## src/rtl/ap_prof_pkg.sv

```systemverilog
// ap_prof_pkg: shared types and helpers for the ap_ctrl transaction profiler.
//   prof_state_e : profiler FSM states (IDLE, RUN, HOLD)
//   prof_rec_t   : 96-bit record {txn_id, latency, iter_cnt, max_iter_len, hold_cnt}
//   LAT_W/CNT_W  : field widths
//   sat_inc_*    : saturating increments for latency- and count-width values
package ap_prof_pkg;

  localparam int LAT_W = 32;
  localparam int CNT_W = 16;

  typedef enum logic [1:0] {IDLE, RUN, HOLD} prof_state_e;

  typedef struct packed {
    logic [CNT_W-1:0] txn_id;
    logic [LAT_W-1:0] latency;
    logic [CNT_W-1:0] iter_cnt;
    logic [CNT_W-1:0] max_iter_len;
    logic [CNT_W-1:0] hold_cnt;
  } prof_rec_t;

  function automatic logic [LAT_W-1:0] sat_inc_lat(input logic [LAT_W-1:0] v);
    return (&v) ? v : v + LAT_W'(1);
  endfunction

  function automatic logic [CNT_W-1:0] sat_inc_cnt(input logic [CNT_W-1:0] v);
    return (&v) ? v : v + CNT_W'(1);
  endfunction

endpackage

```

## src/rtl/prof_rec_fifo.sv

```systemverilog
// prof_rec_fifo: small synchronous record FIFO.
//   clock, reset : clock, async active-high reset (flushes pointers)
//   push, wdata  : write request; taken when not full or when popping same cycle
//   pop          : read request; ignored when empty
//   rdata        : head entry, forced to zero while empty
//   full, empty  : occupancy flags
module prof_rec_fifo
  import ap_prof_pkg::*;
#(
  parameter int  DEPTH = 4,
  parameter type T     = prof_rec_t
) (
  input  logic clock,
  input  logic reset,
  input  logic push,
  input  T     wdata,
  input  logic pop,
  output T     rdata,
  output logic full,
  output logic empty
);

  localparam int AW = $clog2(DEPTH);

  T             mem [DEPTH];
  logic [AW:0]  wp, rp;
  logic         wr, rd;

  // Extra pointer MSB distinguishes full from empty.
  assign empty = (wp == rp);
  assign full  = (wp[AW] != rp[AW]) && (wp[AW-1:0] == rp[AW-1:0]);
  assign wr    = push && (!full || pop);
  assign rd    = pop && !empty;
  assign rdata = empty ? T'('0) : mem[rp[AW-1:0]];

  always_ff @(posedge clock or posedge reset) begin
    if (reset) begin
      wp <= '0;
      rp <= '0;
    end else begin
      if (wr) wp <= wp + (AW+1)'(1);
      if (rd) rp <= rp + (AW+1)'(1);
    end
  end

  always_ff @(posedge clock) begin
    if (wr) mem[wp[AW-1:0]] <= wdata;
  end

endmodule

```

## src/rtl/ap_txn_profiler.sv

```systemverilog
// ap_txn_profiler: watches an HLS block's ap_ctrl handshake and one-hot FSM
// state and emits one performance record per transaction into a FIFO.
//   clock, reset          : clock, async active-high reset (release synchronised upstream)
//   ap_start/ap_ready/ap_done/ap_continue : observed handshake
//   cur_state             : observed one-hot FSM state
//   rec_valid/rec_ready/rec_data : record drain port (head of FIFO)
//   busy                  : FSM in RUN or HOLD
//   ready_cnt, drop_cnt   : saturating ap_ready / dropped-record counts
//   overflow              : sticky, a record was dropped
// Optional: define AP_TXN_PROFILER_HOLD_CNT_EN to build the done-hold counter;
// without it the hold_cnt field reads 0.
module ap_txn_profiler
  import ap_prof_pkg::*;
#(
  parameter int NUM_STATES     = 150,
  parameter int ITER_START_IDX = 1,
  parameter int QUIT_IDX       = 1,
  parameter int FIFO_DEPTH     = 4
) (
  input  logic                  clock,
  input  logic                  reset,
  input  logic                  ap_start,
  input  logic                  ap_ready,
  input  logic                  ap_done,
  input  logic                  ap_continue,
  input  logic [NUM_STATES-1:0] cur_state,
  output logic                  rec_valid,
  input  logic                  rec_ready,
  output logic [95:0]           rec_data,
  output logic                  busy,
  output logic [CNT_W-1:0]      ready_cnt,
  output logic [CNT_W-1:0]      drop_cnt,
  output logic                  overflow
);

  localparam bit SAME_IDX = (ITER_START_IDX == QUIT_IDX);

  prof_state_e      state, state_n;
  logic [LAT_W-1:0] lat;
  logic [CNT_W-1:0] ent_cnt, max_len, iter_len, txn_id;
  logic             it_open, it_prev, q_prev;

  logic             txn_start, active, it_ent, q_ent, done_now, emit, restart;
  logic             fifo_full, fifo_empty, pop, accept, drop;
  logic [CNT_W-1:0] b_ent, b_max, b_len, e_ent, e_max, e_len;
  logic [CNT_W-1:0] rec_iter, rec_hold;
  logic             b_open, e_open;
  prof_rec_t        rec, head;
  logic             unused_state_bits;

  assign unused_state_bits = ^cur_state;

  assign txn_start = (state == IDLE) && ap_start;
  assign active    = (state != IDLE) || ap_start;
  assign it_ent    = active && cur_state[ITER_START_IDX] && !it_prev;
  assign q_ent     = active && cur_state[QUIT_IDX] && !q_prev;
  // Done seen in RUN, or in the same cycle as the start.
  assign done_now  = ap_done && ((state == RUN) || txn_start);
  assign emit      = (done_now || (state == HOLD)) && ap_continue;
  assign restart   = emit && ap_start && (state != IDLE);

  // Iteration bookkeeping for this cycle. A fresh start begins from zero;
  // the resulting e_* values feed both the record and the registers.
  always_comb begin
    b_ent  = txn_start ? '0 : ent_cnt;
    b_max  = txn_start ? '0 : max_len;
    b_len  = txn_start ? '0 : iter_len;
    b_open = txn_start ? 1'b0 : it_open;
    e_ent  = b_ent;
    e_max  = b_max;
    e_len  = (state != IDLE) ? sat_inc_cnt(b_len) : b_len;
    e_open = b_open;
    if ((it_ent || q_ent) && b_open && (b_len > b_max)) e_max = b_len;
    if (q_ent) e_open = 1'b0;
    if (it_ent) begin
      e_ent  = sat_inc_cnt(b_ent);
      e_len  = CNT_W'(1);
      e_open = 1'b1;
    end
  end

  // With a shared start/quit index the exiting pass is not an iteration.
  always_comb begin
    if (SAME_IDX) rec_iter = (e_ent == '0) ? '0 : e_ent - CNT_W'(1);
    else          rec_iter = e_ent;
  end

`ifdef AP_TXN_PROFILER_HOLD_CNT_EN
  logic [CNT_W-1:0] hold_q;
  always_ff @(posedge clock or posedge reset) begin
    if (reset)                             hold_q <= '0;
    else if (done_now && !ap_continue)     hold_q <= CNT_W'(1);
    else if (state == HOLD && !ap_continue) hold_q <= sat_inc_cnt(hold_q);
  end
  assign rec_hold = (state == HOLD) ? hold_q : '0;
`else
  assign rec_hold = '0;
`endif

  always_comb begin
    rec.txn_id       = txn_id;
    rec.latency      = (state == IDLE) ? '0 : lat;
    rec.iter_cnt     = rec_iter;
    rec.max_iter_len = e_max;
    rec.hold_cnt     = rec_hold;
  end

  always_comb begin
    state_n = state;
    unique case (state)
      IDLE:    if (ap_start) state_n = ap_done ? (ap_continue ? IDLE : HOLD) : RUN;
      RUN:     if (ap_done) state_n = !ap_continue ? HOLD : (ap_start ? RUN : IDLE);
      HOLD:    if (ap_continue) state_n = ap_start ? RUN : IDLE;
      default: state_n = IDLE;
    endcase
  end

  always_ff @(posedge clock or posedge reset) begin
    if (reset) begin
      state <= IDLE;
      busy  <= 1'b0;
    end else begin
      state <= state_n;
      busy  <= (state_n != IDLE);
    end
  end

  always_ff @(posedge clock or posedge reset) begin
    if (reset) begin
      lat      <= '0;
      ent_cnt  <= '0;
      max_len  <= '0;
      iter_len <= '0;
      it_open  <= 1'b0;
      it_prev  <= 1'b0;
      q_prev   <= 1'b0;
    end else begin
      it_prev <= cur_state[ITER_START_IDX];
      q_prev  <= cur_state[QUIT_IDX];
      // Start cycle is index 0, so the next cycle reads 1; a same-cycle
      // done freezes latency at 0.
      if (restart)                        lat <= LAT_W'(1);
      else if (txn_start)                 lat <= ap_done ? '0 : LAT_W'(1);
      else if (state == RUN && !ap_done)  lat <= sat_inc_lat(lat);
      // Events on the done cycle belong to the finishing record.
      if (restart) begin
        ent_cnt  <= '0;
        max_len  <= '0;
        iter_len <= '0;
        it_open  <= 1'b0;
      end else begin
        ent_cnt  <= e_ent;
        max_len  <= e_max;
        iter_len <= e_len;
        it_open  <= e_open;
      end
    end
  end

  assign rec_valid = !fifo_empty;
  assign pop       = rec_valid && rec_ready;
  assign accept    = emit && (!fifo_full || pop);
  assign drop      = emit && !accept;

  always_ff @(posedge clock or posedge reset) begin
    if (reset) begin
      txn_id    <= '0;
      ready_cnt <= '0;
      drop_cnt  <= '0;
      overflow  <= 1'b0;
    end else begin
      if (emit)     txn_id    <= txn_id + CNT_W'(1);
      if (ap_ready) ready_cnt <= sat_inc_cnt(ready_cnt);
      if (drop) begin
        drop_cnt <= sat_inc_cnt(drop_cnt);
        overflow <= 1'b1;
      end
    end
  end

  prof_rec_fifo #(.DEPTH(FIFO_DEPTH), .T(prof_rec_t)) u_fifo (
    .clock (clock),
    .reset (reset),
    .push  (accept),
    .wdata (rec),
    .pop   (pop),
    .rdata (head),
    .full  (fifo_full),
    .empty (fifo_empty)
  );

  assign rec_data = head;

endmodule

```

## config.mk

```make
export PLATFORM = sky130hd
export DESIGN_NAME = ap_txn_profiler
export DESIGN_NICKNAME = d
export VERILOG_FILES = /design/src/rtl/ap_prof_pkg.sv /design/src/rtl/prof_rec_fifo.sv /design/src/rtl/ap_txn_profiler.sv
export SDC_FILE = /design/constraint.sdc
export NUM_CORES = 1
export LEC_CHECK = 0
export ABC_AREA = 1
export ABC_CLOCK_PERIOD_IN_PS = 9600
export CAP_MARGIN = 20
export CORE_UTILIZATION = 35
export CTS_CLUSTER_SIZE = 25
export DETAILED_ROUTE_END_ITERATION = 12
export PLACE_DENSITY = 0.51
export SLEW_MARGIN = 20
export SYNTH_ARGS = -nofsm -noshare
export SYNTH_HDL_FRONTEND = slang
export SYNTH_SLANG_ARGS = --single-unit
export TNS_END_PERCENT = 5
```

## constraint.sdc

```tcl
create_clock -name clock -period 9.6 [get_ports clock]
set_input_delay 0.96 -clock clock [delete_from_list [all_inputs] [get_ports clock]]
set_output_delay 0.96 -clock clock [all_outputs]
set_load 0.1 [all_outputs]
```

==> run_1/power_grid.png <==
Scale: 1.5 px per µm. Pins as bars on the die edge.
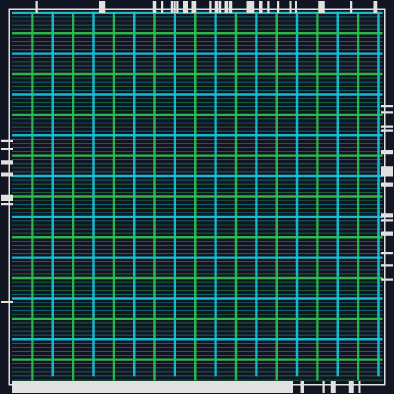
color	net
green	VSS
cyan	VDD
met4 straps	18
signal pins	288
met5 straps	18
met1 rails	91

==> run_1/placement_by_type.png <==
Scale: 1 px per µm. Fill, decap, tap and diode cells in gray.
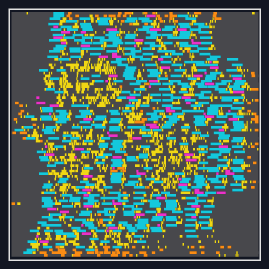
color	class	cells	share of their area
magenta	clock drivers and dummy loads	92	7.0%
yellow	combinational and other logic	1,631	33%
cyan	sequential cells	460	54%
orange	remaining buffers and delay cells	137	5.7%
Layout Cell Area excl Fill: 25,090 µm²
Final Util: 0.4149

==> run_1/clk_routes.png <==
Scale: 2 px per µm.
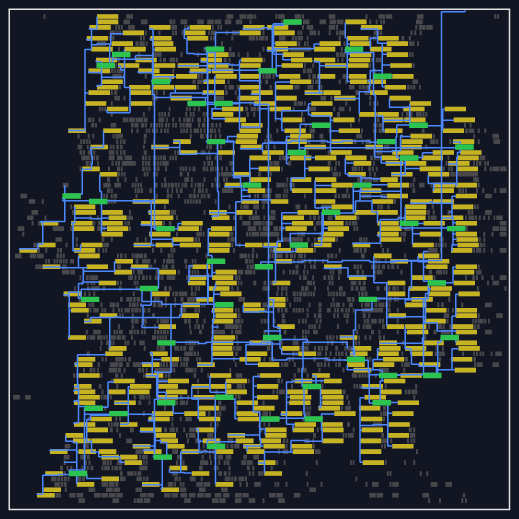
[green] clock drivers | count: 50
[yellow] flip-flops | count: 460
[blue] clock wires | length: 5,910 µm
routed clock nets	51
clock latency on the worst-skew pair: 0.59 ns

==> run_1/wires.png <==
Scale: 1.5 px per µm. Two of the layers only.
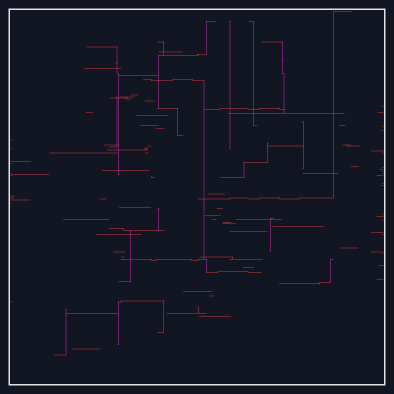
color	layer	wire length
red	metal 3	1,530 µm
magenta	metal 4	880 µm
detailed-route via count: 15.03k
Overall Global Routing Usage: 0.1619
DRT Wirelength: 50.23 mm

==> summary.rpt, run 1 <==
RUN METRICS
----------------------------------------------------
[Floorplan]
  Number of top-level pins ........................ between 200 and 300
  Tapcell Cnt ........................ 782
  Num rows ........................ 90
  Floorplan core area ........................ 60,470 µm²
  Total die size ........................ 62,200 µm²
  Die boundary width ........................ 249.4 µm
  Floorplan utilization ........................ 0.3543

[STA]
  Tmin final ........................ 5.686 ns
  Final period utilization ........................ 0.5923
  Max-slew violation count ........................ 0
  Final worst setup slack ........................ 3.914 ns
  Final Hold Violation Tally ........................ 0
  Setup Viol. Count Final ........................ 0
  Headroom to the max-slew limit ........................ 0.2767
  Largest clock skew in the final design ........................ approximately 0.023 ns
  Setup repair after global routing missed its margin ........................ false
  Slew at the pin with the worst max-slew slack ........................ around 1.1 ns
  Setup TNS ........................ 0 ns

[Job]
  OpenROAD warning count ........................ 180
  Total of max-cap violations ........................ 0

[Cells and area]
  Final-layout non-clock buffer area share ........................ 0.05496
  Fraction of area in registers ........................ 0.5230
  MI comb cells ........................ 1,385
  Combinational share of cell area ........................ 0.2789
  Dominant class by area ........................ flip-flops and latches
  Post-route insts no fill ........................ 3,102
  Fraction of layout instances using a drive strength above 1 ........................ 0.06250
  Inverters, non-clock ........................ between 200 and 250
  Registers ........................ 460
  FILL cells ........................ 5,774
  Comb. cell area ........................ roughly 7000 µm²
  Area added between synthesis and finish ........................ 17.10%

[Yosys]
  Post-synthesis average cell area ........................ ~9.8 µm²
  Synthesized cell area ........................ 21,420 µm²
  Cell area leaders ........................ edfxtp_1 (45%), dfrtp_1 (16%), nor2_1 (8.2%)
  Most common cell in the netlist ........................ nor2_1
  Cell count after synthesis ........................ 2,182
  Fraction of registers with async set or reset after synthesis ........................ 0.3043
  Count of cell types in the netlist ........................ 48
  Synthesized-area fraction occupied by ao, oa, aoi and oai cells ........................ 0.07417
  Number of synthesized register bits ........................ roughly 460
  Mux frac, synth ........................ 0.0005256
  Main kind of combinational logic by area ........................ simple AND/OR/NAND/NOR gates
  Main flop type after synthesis ........................ edfxtp_1
  Share of the yosys chip area belonging to registers ........................ 0.6121
  Number of enable flip-flop cells ........................ approximately 320
  Number of cells in the yosys synthesis report ........................ approximately 2.2k
  Parity-gate share of the synthesized area counting xor and xnor cells ........................ 0.03586
  Warnings, synthesis ........................ 0
  Top area contributor share ........................ 0.4485
  Most area-hungry cell type in the Yosys netlist ........................ edfxtp_1

[Route]
  Final routed wire length divided by cell count ........................ 16.19 µm
  Met3 wirelength from detailed routing ........................ 1.527 mm
  Uppermost signal routing layer after detailed routing ........................ met4
  Detailed Routing Iterations Pass 1 ........................ 5
  Via count normalized by instance count ........................ just under 5
  Violation count after the first detailed-routing iteration ........................ roughly 990
  Total met2 wirelength after detailed routing ........................ 23.84 mm
  Count of nets left with antenna violations after detail routing ........................ 0

[Clock tree]
  Post-CTS sizing ........................ 0
  Clock tree from TritonCTS ........................ built
  Number of clock buffers inserted by TritonCTS ........................ 50
  Hold buffer count at CTS ........................ 0
  Cell chosen for the clock root ........................ clkbuf_16
  Maximum buffer depth of the clock tree ........................ 3
  Clock transition at the registers of the reported paths ........................ 0.06 ns
  Post-CTS repair timing setup buffer count ........................ 0

[Place]
  Total placed cells including tap cells ........................ about 3k
  Buffers on Ports ........................ between 100 and 150
  Final weighted congestion of routability-driven global placement ........................ approximately 0.9
  Worst-case setup slack after placement ........................ 3.773 ns

[Critical path]
  Setup Crit Path Kind ........................ reg -> out
  Cell occurring most often along the worst timing path ........................ nand2_1
  Number of logic stages on the critical path including buffering ........................ 8
  Endpoint of the worst-slack reg-to-reg timing path ........................ u_fifo.mem[0][7]
  Max incr delay on CP ........................ 1.13 ns
  Arrival time worst endpoint ........................ 4.73 ns
  CP Data Required Time ........................ 8.64 ns
  Startpoint of the most critical register-to-register path ........................ state[1]
  Cell-by-cell listing of the critical path ........................ inv_4 > nand2_1 > a21oi_1 > nand2_4 > buf_4 > nand2_1 > inv_1 > clkdlybuf4s50_1
  CP max-delay cell ........................ clkdlybuf4s50_1
  Count of buffer and inverter cells on the critical path ........................ 4
  CP endpoint kind ........................ output pin
  Setup crit start kind ........................ flip-flop
  Worst R2R Path Depth ........................ 14

[Run status]
  Outcome ........................ finished clean

[Global route]
  Vias in the first global route ........................ 14.66k
  Global-route wire length before repair ........................ between 80 and 90 mm

[Worst hold path]
  Hold Crit Depth ........................ 1
  Type of the tightest min-delay check ........................ reg -> reg

----------------------------------------------------
-- run 1: routing by layer --
layer | global-route usage | vias to the layer above
met1 | 0.2208 | 7332
li1 | - | 7446
met3 | 0.02420 | 56
met2 | 0.2686 | 191
met4 | 0.04339 | 0
met5 | 0 | -
-- run 1: worst max path at each step --
stage,startpoint,end,slack (ns)
final,u_fifo.rp[0],rec_data[78],3.91
after global routing,u_fifo.rp[0],rec_data[78],3.58
after CTS,u_fifo.rp[0],rec_data[78],3.80
after detailed placement,ap_start,u_fifo.mem[1][7],3.77
after global placement,ap_start,u_fifo.mem[0][10],3.84
after floorplan,ap_done,u_fifo.mem[3][0],4.10
-- run 1: layout by cell type, fill, tap and decap left out, types with 16 or more instances in the layout --
cell type / n
o21ai_0: 135
nor2_1: 465
conb_1: 16
nor3_1: 44
edfxtp_1: 320
xnor2_1: 27
nand4_1: 29
xor2_1: 57
a21oi_1: 20
inv_1: 233
nand2_1: 342
nand3_1: 76
o32ai_1: 80
dfrtp_1: 138
ha_1: 27
clkdlybuf4s50_1: 122
clkbuf_16: 51
-- run 1: through the flow --
stage | hold WS, ns | cell area (µm²)
after global placement | 0.4708 | 23330
after global routing | 0.5127 | 25090
final | 0.4812 | 25090
after CTS | 0.4814 | 25010
after detailed placement | 0.4692 | 23330
after floorplan | 0.4492 | 21480
-- run 1: sequential cells by signal (all words and copies together), names as in the netlist --
signal,cells
it_open,1
state,2
lat,32
u_fifo.mem,320
u_fifo.wp,3
q_prev,1
ent_cnt,16
overflow,1
txn_id,16
busy,1
u_fifo.rp,3
iter_len,16
max_len,16
drop_cnt,16
ready_cnt,16
==> run 2: changes to the inputs <==
- ABC_CLOCK_PERIOD_IN_PS: 9600 -> 5480
- clock period: 9.6 -> 5.48 ns (I/O delays scaled with it)
==> run 2 against run 1 <==
Net effect: die size unchanged; sequential share of layout area increased by 0.47 points; clock-buffer cell count decreased by 12.
==> summary.rpt, run 2 <==
RUN METRICS
----------------------------------------------------
[STA]
  Largest clock skew in the final design ........................ 0.01774 ns (-0.005433 ns)
  Final Hold Violation Tally ........................ 0 (unchanged)
  Final period utilization ........................ 0.7558
  Setup TNS ........................ 0 ns (unchanged)
  Headroom to the max-slew limit ........................ 0.3349 (+0.05815)
  Max-slew violation count ........................ 0 (unchanged)
  WHS ........................ 0.4324 ns (-0.04882 ns)
  Setup Viol. Count Final ........................ 0 (unchanged)
  Setup repair after global routing missed its margin ........................ false

[Cells and area]
  Final-layout non-clock buffer area share ........................ 0.04821 (-0.006754)
  Comb. cell area ........................ 6984 µm² (-0.16%)
  Dominant class by area ........................ flip-flops and latches
  Inverters, non-clock ........................ 246 (unchanged)
  Most common cell after layout, fill and taps aside ........................ nor2_1
  Flip-flop count of the largest register after layout ........................ 320 (unchanged)
  Registers ........................ 460 (unchanged)
  MI comb cells ........................ 1,385 (unchanged)
  Fraction of layout instances using a drive strength above 1 ........................ 0.09914 (+0.03664)
  Area added between synthesis and finish ........................ 16.06%
  FILL cells ........................ 5,825 (+0.88%)

[Clock tree]
  Post-CTS sizing ........................ 0 (unchanged)
  Clock transition at the registers of the reported paths ........................ 0.06 ns (about the same)
  Number of clock buffers inserted by TritonCTS ........................ 50 (unchanged)
  Hold buffer count at CTS ........................ 0 (unchanged)
  Post-CTS repair timing setup buffer count ........................ 0 (unchanged)
  Cell chosen for the clock root ........................ clkbuf_16
  Clock tree from TritonCTS ........................ built

[Yosys]
  Cell count after synthesis ........................ 2,182 (unchanged)
  Share of the yosys chip area belonging to registers ........................ 0.6121 (unchanged)
  Fraction of registers with async set or reset after synthesis ........................ 0.3043 (unchanged)
  Warnings, synthesis ........................ 0 (unchanged)
  Count of cell types in the netlist ........................ 48 (unchanged)
  Cell area leaders ........................ edfxtp_1 (45%), dfrtp_1 (16%), nor2_1 (8.2%)
  Number of synthesized register bits ........................ 460 (unchanged)
  Most common cell in the netlist ........................ nor2_1
  Number of cells in the yosys synthesis report ........................ 2,182 (unchanged)
  Main flop type after synthesis ........................ edfxtp_1

[Critical path]
  Setup crit start kind ........................ primary input
  Cell-by-cell listing of the critical path ........................ clkdlybuf4s50_1 > nand2_4 > inv_2 > nor2_1 > ha_1 > nand2_1 > nor2_1 > nand3_1 > o21bai_1 > nand2_1 > nand3_1 > buf_4 > o21ai_0 > inv_1
  CP Data Required Time ........................ 5.79 ns (-2.85 ns)
  CP max-delay cell ........................ clkdlybuf4s50_1
  Arrival time worst endpoint ........................ 4.46 ns (-0.27 ns)
  Setup Crit Path Kind ........................ in -> reg
  CP endpoint kind ........................ flip-flop
  Max incr delay on CP ........................ 0.70 ns (-0.43 ns)

[Route]
  Via count normalized by instance count ........................ 4.876 (+0.67%)
  Final routed wire length divided by cell count ........................ 16.18 µm (about the same)
  DRT Wirelength ........................ 50.34 mm (+0.23%)

[Floorplan]
  Total die size ........................ 62,200 µm² (unchanged)
  Num rows ........................ 90 (unchanged)
  Floorplan utilization ........................ 0.3543 (unchanged)
  Number of top-level pins ........................ 288 (unchanged)

[Global route]
  Vias in the first global route ........................ 14.93k (+1.8%)
  Global-route wire length before repair ........................ 81.30 mm (+0.91%)
  Overall Global Routing Usage ........................ 0.1630 (+0.001146)

[Job]
  OpenROAD warning count ........................ 178 (-1.1%)

[Worst hold path]
  Type of the tightest min-delay check ........................ in -> async

[Place]
  Final weighted congestion of routability-driven global placement ........................ 0.8841 (+0.97%)

[Run status]
  Outcome ........................ finished clean

----------------------------------------------------
[run 2: worst paths after layout]
kind | startpoint | end | slack [ns] | cells past startpoint
worst min register to register | iter_len[12] | iter_len[12] | 0.48 | 1
max in group asynchronous | reset | lat[18] | 3.97 | 3
worst min-delay path | reset | drop_cnt[15] | 0.43 | 2
min in group clock | cur_state[1] | q_prev | 0.45 | 1
worst max register to register | state[1] | u_fifo.mem[3][4] | 1.51 | 14
worst max-delay path | ap_start | u_fifo.mem[3][4] | 1.34 | 14
[run 2: metrics by stage]
stage          std cells    util  setup slack, ns
6_report            3112  0.4112            1.338
5_1_grt             3112  0.4112            1.019
4_1_cts             3112  0.4112            1.275
3_5_place_dp        3019  0.3839           0.8042
3_3_place_gp        3019  0.3839           0.8193
2_1_floorplan       2197       -           0.3498
[run 2: cells by family after synthesis]
group / count (synthesis) / share of synthesized area
simple gates: 1004 / 0.1949
other cells: 1 / 0.0001750
mux: 1 / 0.0005256
buf+inv: 352 / 0.06652
compound gates: 251 / 0.07417
xor+xnor: 86 / 0.03586
flops: 460 / 0.6121
fa+ha+maj: 27 / 0.01577
[run 2: metal layers]
metal  share of wire  vias to the layer above  global-route usage
met5               0                        -                   0
met4           0.019                        0             0.03898
met3           0.038                       76             0.02399
met2            0.47                      283              0.2708
met1            0.47                     7348              0.2242
li1                -                     7467                   -
[run 2: worst max-delay path: cells and delay by family]
family | cells | cell delay, ns
AOI/OAI and AO/OA | 2 | 0.49
buffers and inverters | 4 | 1.76
and+or+nand+nor | 7 | 1.27
adders and majority gates | 1 | 0.36
==> run_2/placement_by_type.png <==
Scale: 1 px per µm. Fill, decap, tap and diode cells in gray.
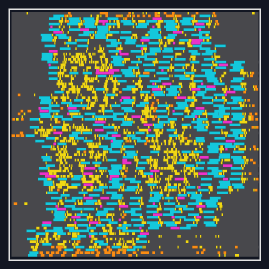
color	class	cells	share of their area
cyan	sequential cells	460	55%
orange	remaining buffers and delay cells	146	5.0%
magenta	clock drivers and dummy loads	93	6.9%
yellow	combinational and other logic	1,631	33%
fraction of area in registers: 0.5277
Final Util: 0.4112
Layout Cell Area excl Fill: 24,860 µm²

==> run_2/power_grid.png <==
Scale: 1.5 px per µm. Pins as bars on the die edge.
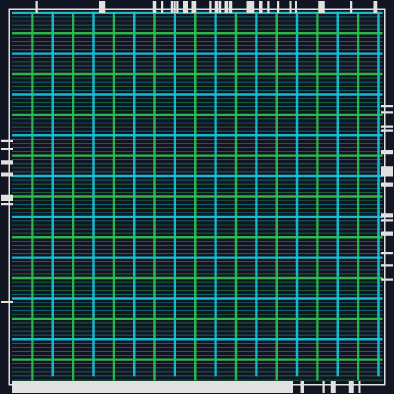
color	net
green	VSS
cyan	VDD
signal pins	288
met4 straps	18
die boundary width: 249.4 µm

==> run 3: changes to the inputs <==
- ABC_CLOCK_PERIOD_IN_PS: 5480 -> 4000
- clock period: 5.48 -> 4 ns (I/O delays scaled with it)
==> run 3 against run 2 <==
Net effect: final area is 4.9% higher; critical path depth is 5 higher; first-iteration DRC count increased by 1.4%; register-to-register slack got worse by 0.92 ns; flip-flop count unchanged; worst hold slack got worse by 0.14 ns; worst setup slack lost 0.75 ns; largest cell class unchanged.
==> summary.rpt, run 3 <==
RUN METRICS
----------------------------------------------------
[STA]
  Headroom to the max-slew limit ........................ 0.3402 (+0.005347)
  Setup Viol. Count Final ........................ 0 (unchanged)
  Final period utilization ........................ 0.8531
  Largest clock skew in the final design ........................ 0.01224 ns (-0.005499 ns)
  Final worst setup slack ........................ 0.5877 ns (-0.7506 ns)
  WHS ........................ 0.2907 ns (-0.1416 ns)
  Final Hold Violation Tally ........................ 0 (unchanged)
  Tmin final ........................ between 3 and 4 ns
  Max-slew violation count ........................ 0 (unchanged)
  Setup repair after global routing missed its margin ........................ false
  Max Fclk ........................ approximately 290 MHz
  Setup TNS ........................ 0 ns (unchanged)

[Yosys]
  Number of synthesized register bits ........................ 460 (unchanged)
  Post-synthesis average cell area ........................ 9.818 µm²
  Cell area leaders ........................ edfxtp_1 (45%), dfrtp_1 (16%), nor2_1 (8.2%)
  Most used standard cells in the synthesized netlist ........................ nor2_1 (469), nand2_1 (343), edfxtp_1 (320)
  Fraction of registers with async set or reset after synthesis ........................ 0.3043 (unchanged)
  Number of cells in the yosys synthesis report ........................ 2,182 (unchanged)
  Count of cell types in the netlist ........................ 48 (unchanged)
  Most common cell in the netlist ........................ nor2_1
  Share of the yosys chip area belonging to registers ........................ 0.6121 (unchanged)
  Main flop type after synthesis ........................ edfxtp_1
  Warnings, synthesis ........................ 0 (unchanged)
  Top area contributor share ........................ 0.4485
  Cell count after synthesis ........................ 2,182 (unchanged)
  Synthesized cell area ........................ 21,420 µm²

[Worst hold path]
  Type of the tightest min-delay check ........................ in -> reg

[Critical path]
  Max incr delay on CP ........................ 0.43 ns (-0.27 ns)
  Cell-by-cell listing of the critical path ........................ nor2_4 > nand2_4 > nand2_1 > inv_1 > ha_1 > nand2_1 > nor2_1 > nand2_1 > nor2_1 > nand2_1 > nand3_1 > nand2_1 > nand2_1 > nor2_1 > inv_1 > nor2_4 > nand3_2 > inv_2 > nor2_1
  Number of logic stages on the critical path including buffering ........................ 19 (+5)
  Max FO, Critical Path ........................ 18
  Setup crit start kind ........................ flip-flop
  Endpoint of the worst-slack reg-to-reg timing path ........................ u_fifo.mem[3][20]
  Arrival time worst endpoint ........................ 3.73 ns (-0.73 ns)
  Critical path startpoint ........................ state[1]
  CP endpoint kind ........................ flip-flop
  Cell occurring most often along the worst timing path ........................ nand2_1
  Worst R2R Path Depth ........................ 19 (+5)
  End point of the critical path ........................ u_fifo.mem[3][20]
  Cell family with most CP delay ........................ simple AND/OR/NAND/NOR gates
  Count of buffer and inverter cells on the critical path ........................ 3 (-1)
  CP Data Required Time ........................ 4.32 ns (-1.47 ns)
  CP max-delay cell ........................ dfrtp_1
  Setup Crit Path Kind ........................ reg -> reg
  Startpoint of the most critical register-to-register path ........................ state[1]

[Clock tree]
  Clock tree from TritonCTS ........................ built
  Deepest level of the CTS H-tree ........................ 2
  Hold buffer count at CTS ........................ 0 (unchanged)
  Number of clock buffers inserted by TritonCTS ........................ 49 (-2.0%)
  Cell chosen for the clock root ........................ clkbuf_16
  Post-CTS repair timing setup buffer count ........................ 0 (unchanged)
  Clock transition at the registers of the reported paths ........................ 0.06 ns (about the same)
  Post-CTS sizing ........................ 0 (unchanged)
  CTS sink count ........................ around 460

[Global route]
  Gr ovfl total ........................ 0
  Number of antenna violations at the first check in global routing ........................ 0
  Vias in the first global route ........................ 15.01k (+0.55%)
  Overall Global Routing Usage ........................ 0.1626 (-0.0003992)
  Global-route wire length before repair ........................ 81.17 mm (-0.15%)

[Cells and area]
  Most common cell after layout, fill and taps aside ........................ nor2_1
  Post-route insts no fill ........................ 3,123 (+0.35%)
  Area added between synthesis and finish ........................ 21.80%
  Final layout net count ........................ 2,484
  Flip-flop count of the largest register after layout ........................ 320 (unchanged)
  Fraction of layout instances using a drive strength above 1 ........................ 0.1047 (+0.005514)
  Dominant logic cell types in the final layout ........................ nor2_1 (465), nand2_1 (342), edfxtp_1 (320)
  ANT cells ........................ 0

[Route]
  DRT Wirelength ........................ 50.47 mm (+0.25%)
  DRC violations left ........................ 0
  Detailed-route via count ........................ 15.37k
  Via count normalized by instance count ........................ 4.922 (+0.95%)
  Count of nets left with antenna violations after detail routing ........................ 0
  Detailed Routing Iterations Pass 1 ........................ 5
  Final routed wire length divided by cell count ........................ 16.16 µm (-0.11%)

[Run status]
  Outcome ........................ finished clean

[Place]
  Final weighted congestion of routability-driven global placement ........................ 0.8774 (-0.76%)
  Buffers on Ports ........................ 122
  Total placed cells including tap cells ........................ 3,031 (+0.40%)
  Worst-case setup slack after placement ........................ 0.2462 ns (-0.5581 ns)

[Job]
  OpenROAD warning count ........................ 183 (+2.8%)

[Floorplan]
  Total die size ........................ 62,200 µm² (unchanged)
  Floorplan utilization ........................ 0.3543 (unchanged)
  Die boundary width ........................ 249.4 µm (unchanged)
  Number of top-level pins ........................ 288 (unchanged)

----------------------------------------------------
run 3: routing by layer:
metal | vias to the layer above | part of all wire | track usage | routed length (µm)
li1 | 7479 | - | - | -
met1 | 7540 | 0.47 | 0.2239 | 23700
met2 | 288 | 0.47 | 0.2694 | 23930
met3 | 65 | 0.039 | 0.02461 | 1992
met4 | 0 | 0.017 | 0.03862 | 844
met5 | - | 0 | 0 | 0
run 3: how the worst min path moves through the flow:
stage / startpoint / endpoint / slack, ns / cells after the start
CTS: cur_state[1] / q_prev / 0.26 / 1
detailed placement: u_fifo.wp[2] / u_fifo.wp[2] / 0.48 / 1
floorplan: cur_state[1] / q_prev / 0.43 / 0
global placement: iter_len[12] / iter_len[12] / 0.47 / 1
global route: cur_state[1] / q_prev / 0.29 / 1
finish: cur_state[1] / q_prev / 0.29 / 1
run 3: cell type report:
cell class                 instances  area, µm²
fill                            5725      34380
tap                              782      978.4
timing repair buffer             158       2415
clock buffer                      61       1311
sequential                       460      13120
multi-input combinational       1385       6984
clock inverter                    31      352.8
inverter                         246      930.9
run 3: cell families (layout without fill, tap and decap cells):
| family | count (synthesis) | after routing | synth area share |
|---|---|---|---|
| XOR/XNOR | 86 | 86 | 0.03586 |
| buffers and inverters | 352 | 496 | 0.06652 |
| adder cells (fa/ha/maj) | 27 | 27 | 0.01577 |
| flip-flops | 460 | 460 | 0.6121 |
| AND-OR/OR-AND | 251 | 251 | 0.07417 |
| other | 1 | 16 | 0.0001750 |
| AND/OR/NAND/NOR | 1004 | 1004 | 0.1949 |
| multiplexers | 1 | 1 | 0.0005256 |
==> run_3/placement.png <==
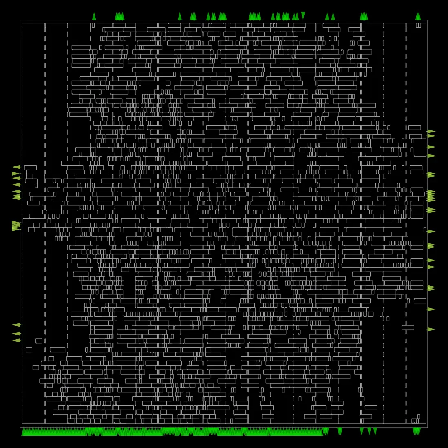
FILL cells: 5,725
registers: 460
num rows: 90
fraction of area in registers: 0.5028

==> run_3/placement_by_type.png <==
Scale: 1 px per µm. Fill, decap, tap and diode cells in gray.
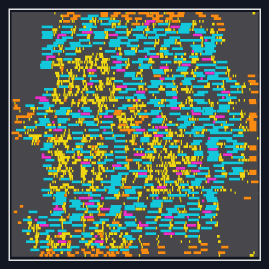
color	class	cells	share of their area
orange	remaining buffers and delay cells	158	9.6%
magenta	clock drivers and dummy loads	92	6.6%
cyan	sequential cells	460	52%
yellow	combinational and other logic	1,631	32%
Final Util: 0.4315
Layout Cell Area excl Fill: 26,090 µm²

